closeup.png
Region (117, 31) to (142, 56) um. Cells in gray, sequential cells in the stronger gray; small squares are vias.
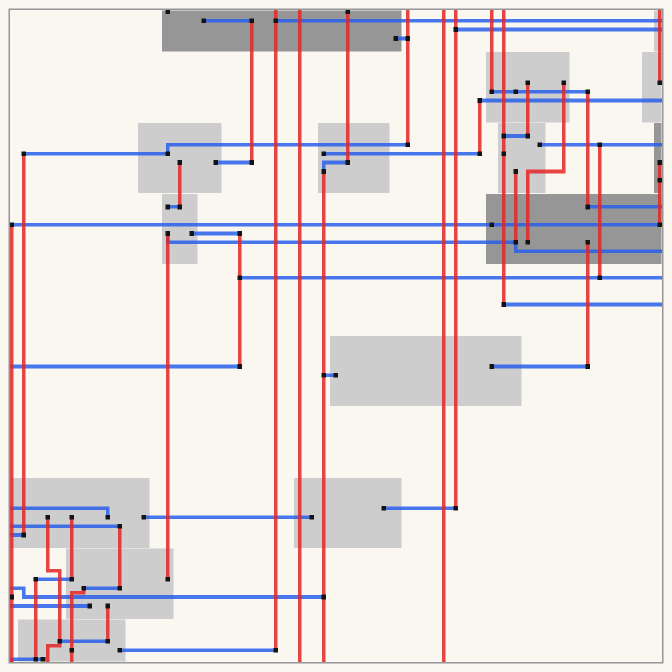
m4.png
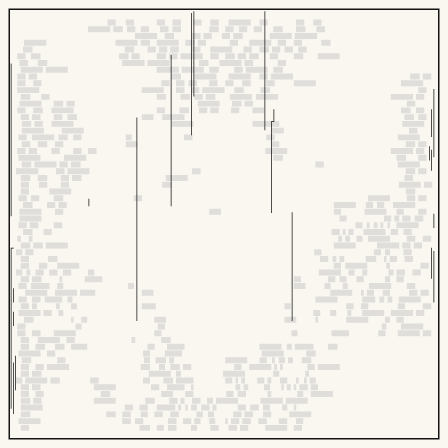
floorplan.png
Scale bar: 50 um. Pins as bars on the die edge. Tap cells in gray.
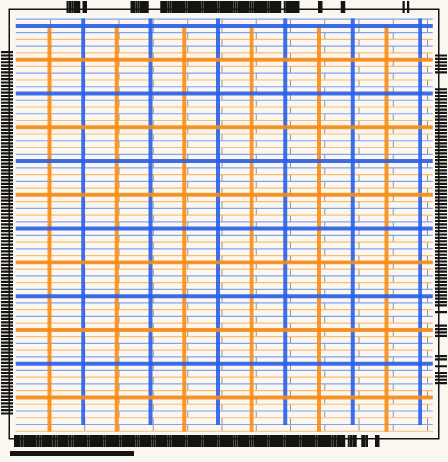
File: config.mk
export PLATFORM = sky130hd
export DESIGN_NAME = commit_unit
export DESIGN_NICKNAME = d
export VERILOG_FILES = /design/src/rtl/commit_unit_pkg.sv /design/src/rtl/commit_unit_slot_check.sv /design/src/rtl/flopr_n.sv /design/src/rtl/commit_unit.sv
export SDC_FILE = /design/constraint.sdc
export NUM_CORES = 1
export LEC_CHECK = 0
export CAP_MARGIN = 20
export CELL_PAD_IN_SITES_DETAIL_PLACEMENT = 1
export CELL_PAD_IN_SITES_GLOBAL_PLACEMENT = 2
export CORE_MARGIN = 2
export CORE_UTILIZATION = 17
export CTS_BUF_LIST = sky130_fd_sc_hd__clkbuf_8
export DETAILED_ROUTE_END_ITERATION = 10
export GPL_TIMING_DRIVEN = 1
export HOLD_SLACK_MARGIN = 0.05
export PLACE_DENSITY = 0.82
export SLEW_MARGIN = 10
export SYNTH_ARGS = -nofsm -noshare
export SYNTH_HDL_FRONTEND = slang
export SYNTH_HIERARCHICAL = 1
export SYNTH_SLANG_ARGS = --single-unit
File: constraint.sdc
create_clock -name clk -period 4 [get_ports clk]
set_input_delay 1.2 -clock clk [delete_from_list [all_inputs] [get_ports clk]]
set_output_delay 1.2 -clock clk [all_outputs]
set_load 0.05 [all_outputs]
File: src/rtl/commit_unit_pkg.sv
// Shared types for the retirement stage and the instruction buffer it drains.
package commit_unit_pkg;

   localparam int unsigned BUF_SIZE_LOG = 4;
   localparam int unsigned BUF_SIZE     = 1 << BUF_SIZE_LOG;
   localparam int unsigned SPEC_W       = 6;
   localparam int unsigned REG_W        = 5;
   localparam int unsigned DATA_W       = 32;

   typedef logic bool;

   typedef enum logic [1:0] {S_NOT_USED, S_WAITING, S_EXECUTING, S_EXECUTED} state_t;
   typedef enum logic [1:0] {ALU, BRANCH, LOAD, STORE} unit_t;
   typedef enum logic [2:0] {BYTE = 3'd0, HALF, WORD, BYTE_U, HALF_U} ldst_mode_t;

   typedef logic [SPEC_W-1:0]       spectag_t;
   typedef logic [BUF_SIZE_LOG-1:0] tag_t;
   typedef logic [BUF_SIZE_LOG-1:0] index_t;

   typedef struct packed {
      state_t            e_state;
      spectag_t          speculative_tag;
      unit_t             Unit;
      tag_t              tag;
      logic [REG_W-1:0]  Dest;
      logic [DATA_W-1:0] result;
      logic [DATA_W-1:0] A;
      logic [DATA_W-1:0] Vk;
      ldst_mode_t        rwmm;
   } entry_t;

   typedef enum logic {C_IDLE, C_STORE_WAIT} commit_state_t;

endpackage

File: src/rtl/commit_unit_slot_check.sv
// Per-entry qualification: retirable, store, and whether retiring it writes the register file.
module commit_slot_check
   import commit_unit_pkg::*;
(
   input  state_t           e_state,
   input  spectag_t         spec_tag,
   input  unit_t            fu_unit,
   input  logic [REG_W-1:0] dest,
   output logic             retirable_c,
   output logic             is_store_c,
   output logic             writes_rf_c
);

   // Executed and no longer under any speculative branch; x0 is never written
   always_comb begin
      retirable_c = (e_state == S_EXECUTED) && (spec_tag == '0);
      is_store_c  = (fu_unit == STORE);
      writes_rf_c = (dest != '0) && (fu_unit != STORE);
   end

endmodule

File: src/rtl/flopr_n.sv
// Plain D flop bank with asynchronous active-low clear.
module flopr_n #(
   parameter int unsigned WIDTH = 1
) (
   input  logic             clk,
   input  logic             reset,
   input  logic [WIDTH-1:0] d,
   output logic [WIDTH-1:0] q
);

   // Clear on reset, otherwise capture d every rising edge
   always_ff @(posedge clk or negedge reset) begin
      if (!reset) q <= '0;
      else        q <= d;
   end

endmodule

File: src/rtl/commit_unit.sv
// In-order retirement of the two oldest buffer entries, with stores drained through a memory handshake.
module commit_unit
   import commit_unit_pkg::*;
#(
   parameter int unsigned BUF_SIZE_LOG = commit_unit_pkg::BUF_SIZE_LOG,
   parameter int unsigned CNT_W        = 32
) (
   input  logic                         clk,
   input  logic                         reset,
   input  entry_t [1:0]                 head,
   input  logic                         mem_ack,
   output logic [1:0]                   is_really_commited,
   output logic [1:0]                   is_commited_store,
   output logic [1:0]                   rf_we,
   output logic [1:0][REG_W-1:0]        rf_waddr,
   output logic [1:0][DATA_W-1:0]       rf_wdata,
   output logic [1:0][BUF_SIZE_LOG-1:0] commit_tag,
   output logic                         mem_req,
   output logic [DATA_W-1:0]            mem_addr,
   output logic [DATA_W-1:0]            mem_wdata,
   output logic [2:0]                   mem_mode,
   output logic [CNT_W-1:0]             retired_count
);

   commit_state_t              state_q, state_d;
   logic [0:0]                 state_raw;
   logic [1:0]                 retirable, is_store, writes_rf;
   logic                       mem_req_d;
   logic [DATA_W-1:0]          mem_addr_d, mem_wdata_d;
   logic [2:0]                 mem_mode_d;
   logic [CNT_W-1:0]           retired_count_d;
   logic                       unused_head1;

   // Store payload of slot 1 is never consumed: stores only retire from the head
   assign unused_head1 = ^{head[1].A, head[1].Vk, head[1].rwmm};

   for (genvar k = 0; k < 2; k++) begin : g_slot
      commit_slot_check u_chk (
         .e_state     (head[k].e_state),
         .spec_tag    (head[k].speculative_tag),
         .fu_unit     (head[k].Unit),
         .dest        (head[k].Dest),
         .retirable_c (retirable[k]),
         .is_store_c  (is_store[k]),
         .writes_rf_c (writes_rf[k])
      );
   end

   // State register
   flopr_n #(.WIDTH(1)) u_state_ff (.clk(clk), .reset(reset), .d(state_d), .q(state_raw));
   assign state_q = commit_state_t'(state_raw);

   // Next state: enter the wait on a retirable store at the head, leave on ack
   always_comb begin
      state_d = state_q;
      case (state_q)
         C_IDLE:       if (retirable[0] && is_store[0]) state_d = C_STORE_WAIT;
         C_STORE_WAIT: if (mem_ack)                     state_d = C_IDLE;
         default:      state_d = C_IDLE;
      endcase
   end

   // Outputs: retirement decisions, RF write port and next values of registered outputs
   always_comb begin
      is_really_commited = 2'b00;
      is_commited_store  = 2'b00;
      mem_req_d          = mem_req;
      mem_addr_d         = mem_addr;
      mem_wdata_d        = mem_wdata;
      mem_mode_d         = mem_mode;
      case (state_q)
         C_IDLE: begin
            mem_req_d = 1'b0;
            if (retirable[0] && !is_store[0]) begin
               is_really_commited[0] = 1'b1;
               is_really_commited[1] = retirable[1] && !is_store[1];
            end else if (retirable[0]) begin
               mem_req_d   = 1'b1;
               mem_addr_d  = head[0].A;
               mem_wdata_d = head[0].Vk;
               mem_mode_d  = head[0].rwmm;
            end
         end
         C_STORE_WAIT: begin
            if (mem_ack) begin
               is_really_commited[0] = 1'b1;
               is_commited_store[0]  = 1'b1;
               mem_req_d             = 1'b0;
            end
         end
         default: mem_req_d = 1'b0;
      endcase
      retired_count_d = retired_count + CNT_W'(is_really_commited[0])
                                      + CNT_W'(is_really_commited[1]);
      for (int k = 0; k < 2; k++) begin
         rf_we[k]      = is_really_commited[k] && writes_rf[k];
         rf_waddr[k]   = head[k].Dest;
         rf_wdata[k]   = head[k].result;
         commit_tag[k] = BUF_SIZE_LOG'(head[k].tag);
      end
   end

   // Registered store request, payload and retirement counter
   flopr_n #(.WIDTH(1))      u_req_ff   (.clk(clk), .reset(reset), .d(mem_req_d),       .q(mem_req));
   flopr_n #(.WIDTH(DATA_W)) u_addr_ff  (.clk(clk), .reset(reset), .d(mem_addr_d),      .q(mem_addr));
   flopr_n #(.WIDTH(DATA_W)) u_wdata_ff (.clk(clk), .reset(reset), .d(mem_wdata_d),     .q(mem_wdata));
   flopr_n #(.WIDTH(3))      u_mode_ff  (.clk(clk), .reset(reset), .d(mem_mode_d),      .q(mem_mode));
   flopr_n #(.WIDTH(CNT_W))  u_cnt_ff   (.clk(clk), .reset(reset), .d(retired_count_d), .q(retired_count));

endmodule
==> metrics.cfg <==
[clock_tree]
cts_resized=23
clk_pin_slew_worst_paths_ns=0.10
clock_path_buffers=2
htree_levels=3

[pwr]
power.total_uw=2100

[critical_path]
path_buffers=3
crit_fanout=3
r2r_start=u_state_ff/q$_DFF_PN0_
cp.arrival_ns=2.83
timing.rr.end=u_cnt_ff/q[10]$_DFF_PN0_
ff2ff_setup_slack_ns=1.42
crit_chain=buf_6 -> or4_4 -> nor4_4 -> nor3b_4 -> buf_6 -> or2_4 -> and2_4 -> buf_12
required_ns=2.80

[logic_synthesis]
ys.flop_type=dfrtp_1
synth_cell_types=35
synthCells=383
synthAoiAreaFrac_pct=0.597
avgSynthCellArea_um2=12.6
ys_top_logic_family=multiplexers
edf_count=0

[placement]
dpl_cell_area_um2=6970
dp_cells=898
numPortBuffers=214
hpwl_um=10100

[hold_path]
hold_end=u_cnt_ff/q[29]$_DFF_PN0_

[global_route]
grt_pass1_vias=3722

[floorplanning]
fp_util_pct=17.3
row_count=61
die_y_um=172
ioPinCount=427

[status]
status=finished, violations left
violations=setup timing

[final_timing]
setup_viol=1
hold_viol_final=0
setup_slack_ns=-0.0281

[detailed_routing]
dr_total_vias=3448
routed_wirelength_um=13500

[layout]
antenna_cells=0
flop-count=101
seqCellArea_um2=2530
layout_top_cells=190 x clkdlybuf4s50_1, 101 x dfrtp_1, 67 x mux2_2, 23 x buf_4, 16 x xnor2_1
largest_cell_class=flip-flops and latches

[run]
warnings=96

About closeup.png:
legend:
  blue:
    layer: M1
  red:
    layer: M2
most frequent: or4_4 (2), xor2_1 (2), dfrtp_1 (2)
cells with their middle in the window: 12
netlist names of flops here include: `u_cnt_ff/q` (2)
sequential cells in the window: 2

About m4.png:
main direction: vertical
longest straight run: 81.6 um
wire length on this layer: 623 um

About floorplan.png:
legend:
  orange:
    net: VSS
  blue:
    net: VDD
rows: 61
tap cells: 378
signal pins: 427
met4 straps: 12

